==> config.mk <==
export PLATFORM = sky130hd
export DESIGN_NAME = add_sub_ripple_carry
export DESIGN_NICKNAME = d
export VERILOG_FILES = /design/src/rtl/add_sub_ripple_carry_pkg.sv /design/src/rtl/add_sub_ripple_carry_full_adder.sv /design/src/rtl/add_sub_ripple_carry.sv
export SDC_FILE = /design/constraint.sdc
export NUM_CORES = 1
export LEC_CHECK = 0
export CAP_MARGIN = 20
export CORE_MARGIN = 2
export CORE_UTILIZATION = 31
export DETAILED_ROUTE_END_ITERATION = 10
export PLACE_DENSITY = 0.89
export SLEW_MARGIN = 5
export SYNTH_ARGS = -nofsm -noshare
export SYNTH_HDL_FRONTEND = slang
export SYNTH_HIERARCHICAL = 1
export SYNTH_SLANG_ARGS = --single-unit
==> constraint.sdc <==
create_clock -name vclk -period 29.3
set_input_delay 5.86 -clock vclk [all_inputs]
set_output_delay 5.86 -clock vclk [all_outputs]
set_load 0.02 [all_outputs]
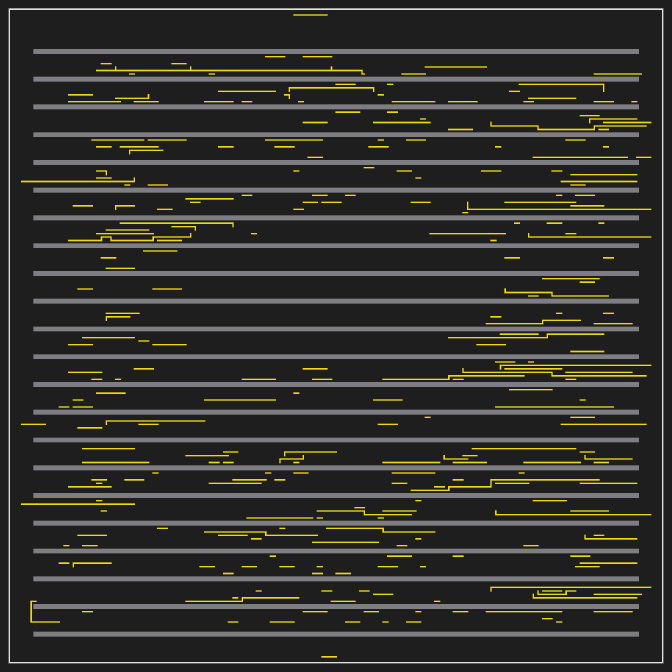
Figure 1: run 1, the metal 1 layer.
Supply wires on this layer in gray.
The layer carries 920 um of wire. The wires run mostly horizontal. 227 nets have wire on it. The layer holds 31% of the routed length. The longest straight run is 26.0 um.
global-route met1 utilization: 16.5%
routed wire length: 2990 um
vias after detailed routing: 972

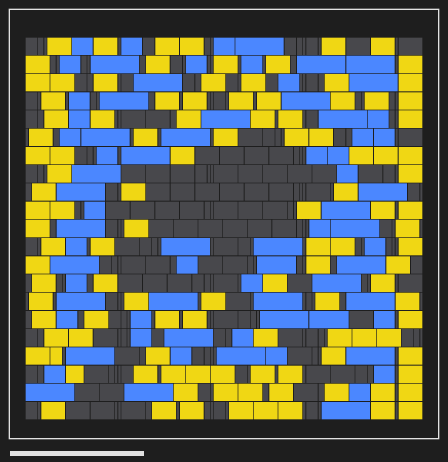
Figure 2: run 1, cell classes on the final placement.
Scale bar: 20 um. Fill, decap, tap and diode cells in gray.
remaining buffers and delay cells: shown in yellow, cells 112. combinational and other logic: shown in blue, cells 72.
placeable core region: 3390 um2
row cnt: 21
final core occ: 65.6%
share of the final layout cell area in sequential cells: 0%
Post-Layout Inst Area: 2220 um2

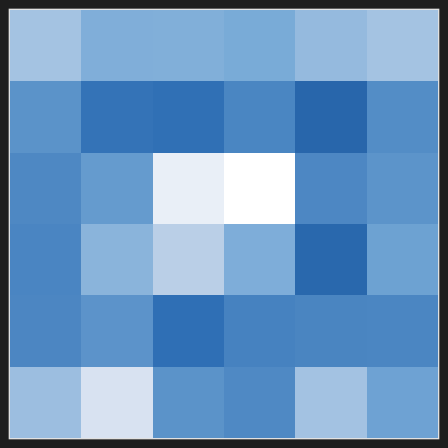
Figure 3: run 1, local utilization.
6 x 6 tiles, from white (low) to dark blue (high), 0 to 100% covered.
The mean over all tiles is 53%. The fullest tile reaches 78%. 5.6% of the tiles are over 75% full. The emptiest ninth of the die: center.
initial core utilization: 32.8%

==> run notes <==
Implementation numbers.

- The run finished with clean final reports.
- In the final layout, multi-input gates take up 47.3% of the cell area.
- The power density relative to cell area is around 38 nW/um2.
- The startpoint type of the worst setup path is a primary input.
- The cell count after placement is 230.
- The buffering stage count on the worst path with inverters included reads 3.
- According to the Yosys statistics, the synthesized design has a chip area of 1110 um2.
- The fraction of power consumed by the clock network reads 0%.
- The final setup violation count reads 0.
- The clock tree buffer count of the final layout is 0.
- The worst supply voltage drop on vdd reads 0.0176 mV.
- The clock period could shrink to 27.48 ns.
- The layout filler cell count reads 256.
- The wire length on met1 reads 919 um.
- The sort of element at the end of the critical path reads an output port.
- Yosys attributes the largest share of cell area to sky130_fd_sc_hd__fa_1, sky130_fd_sc_hd__xnor2_1, sky130_fd_sc_hd__xnor2_2.
- The number of optimization iterations in the first detailed-route pass reads 2.
- The biggest cell delay along the critical path reads 0.60 ns.
- The layout cell share with drive strength beyond 1 reads under 10%.
- The portion of the layout cell area used by clock cells reads 0%.
- Per the OpenROAD floorplan log, the width of the die is between 60 and 70 um.
- The number of nets in the finished design reads 298.
- The post-synth design cell area is roughly 1100 um2.
- The total net switching power reads around 40 uW.
- Tap insertion was completed with 46 tapcells.
- For this run, combinational gates with multiple inputs come to 72.
- The detailed route wirelength on metal3 is 403 um.
- On the critical path the largest part of the delay comes from adder cells.
- According to the floorplan report, the die height is about 64 um.
- At the worst endpoint, the required time is 23.44 ns.
- The internal power component is about 45 uW.
- The synthesized netlist handed to floorplanning was reported with a cell count of ~76.
- The total of plain and repair buffers excluding clock buffers is 112.
- The number of instances resized during post-cts repair reads 0.
- The number of nets in the synthesized netlist reads around 190.
- Setup repair after global routing left no endpoint under its margin.
- In this run switching power makes up 47.1% of total power.
- The portion of total power attributed to combinational logic reads 100.0%.
- The wire length on met2 reads 1670 um.
- Counting instances, the worst hold path has a depth of 3.
- The critical path is of the primary input to output port type.
- The flop count reads 0.
- The biggest slice of the area belongs to buffers.
- The pin count of the biggest net entering global routing reads 37.
- In this run the worst hold path is classified as primary input to output port.
- The critical path's slowest stage uses the library cell sky130_fd_sc_hd__clkdlybuf4s50_1.
- The flow measured a signed area growth from synthesis to layout of 99.8%.
- The number of nets with antenna violations after routing is 0.
- The routability congestion estimate reads 0.696.
- The area of combinational cells with multiple inputs is approximately 1100 um2.
- The uppermost metal layer occupied by signal nets is met3.
- The final number of hold-violating endpoints is 0.
- The flip-flop and latch area is 0 um2.
- The slew at the pin with the worst max-slew slack reads 0.583 ns.
- The via count of the first global-routing pass is about 1100.
- Per the OpenROAD power report, leakage power amounts to 0.788 nW.
- The portion of synthesized cell area occupied by the leading cell type is 64.8%.
- The maximum net fanout on the critical path is 36.
- The share of the Yosys chip area taken by registers is 0%.
- The max-slew violation count reads 0.
- The number of setup buffers added after CTS is 0.
-- run 1: cells in the mapped netlist, drive strengths merged --
master / count
fa: 36
buf: 4
xnor2: 36
-- run 1: cells in the final DEF (no fill, tap or decap) --
| cell | synthesis | layout |
|---|---|---|
| sky130_fd_sc_hd__xnor2_2 | 2 | 2 |
| sky130_fd_sc_hd__clkdlybuf4s50_1 | 0 | 110 |
| sky130_fd_sc_hd__buf_2 | 0 | 1 |
| sky130_fd_sc_hd__buf_4 | 0 | 1 |
| sky130_fd_sc_hd__fa_1 | 36 | 36 |
| sky130_fd_sc_hd__xnor2_1 | 34 | 34 |
-- run 1: power groups by stage --
stage	Clock [mW]	Sequential, mW	Combinational, mW
finish	0	0	0.0855
global route	0	0	0.0928
CTS	0	0	0.0868
detailed placement	0	0	0.0867
global placement	0	0	0.0838
floorplan	0	0	0.0501
-- run 1: per-layer routing --
layer / global-route usage [%] / vias up
met4: 0.543 / 0
li1: - / 440
met1: 16.5 / 458
met5: 0 / -
met3: 4.40 / 0
met2: 31.0 / 74
-- run 1: stage by stage --
step	util [%]	cell area, um2	total power [mW]	hold WS (ns)	setup slack, ns
4_1_cts	65.6	2220	0.0868	12.96	1.75
5_1_grt	65.6	2220	0.0928	12.99	1.21
2_1_floorplan	-	1110	0.0501	11.97	3.39
6_report	65.6	2220	0.0855	12.96	1.82
3_5_place_dp	65.6	2220	0.0867	12.96	1.77
3_3_place_gp	65.6	2220	0.0838	12.95	2.06
-- run 1: cell families (layout without fill, tap and decap cells) --
| family | Yosys count | in the layout | share of synthesized area [%] |
|---|---|---|---|
| buf+inv | 4 | 112 | 5.51 |
| fa+ha+maj | 36 | 36 | 64.8 |
| xor+xnor | 36 | 36 | 29.7 |
Power figures rest on the tool's default switching activity, not on a simulated workload.
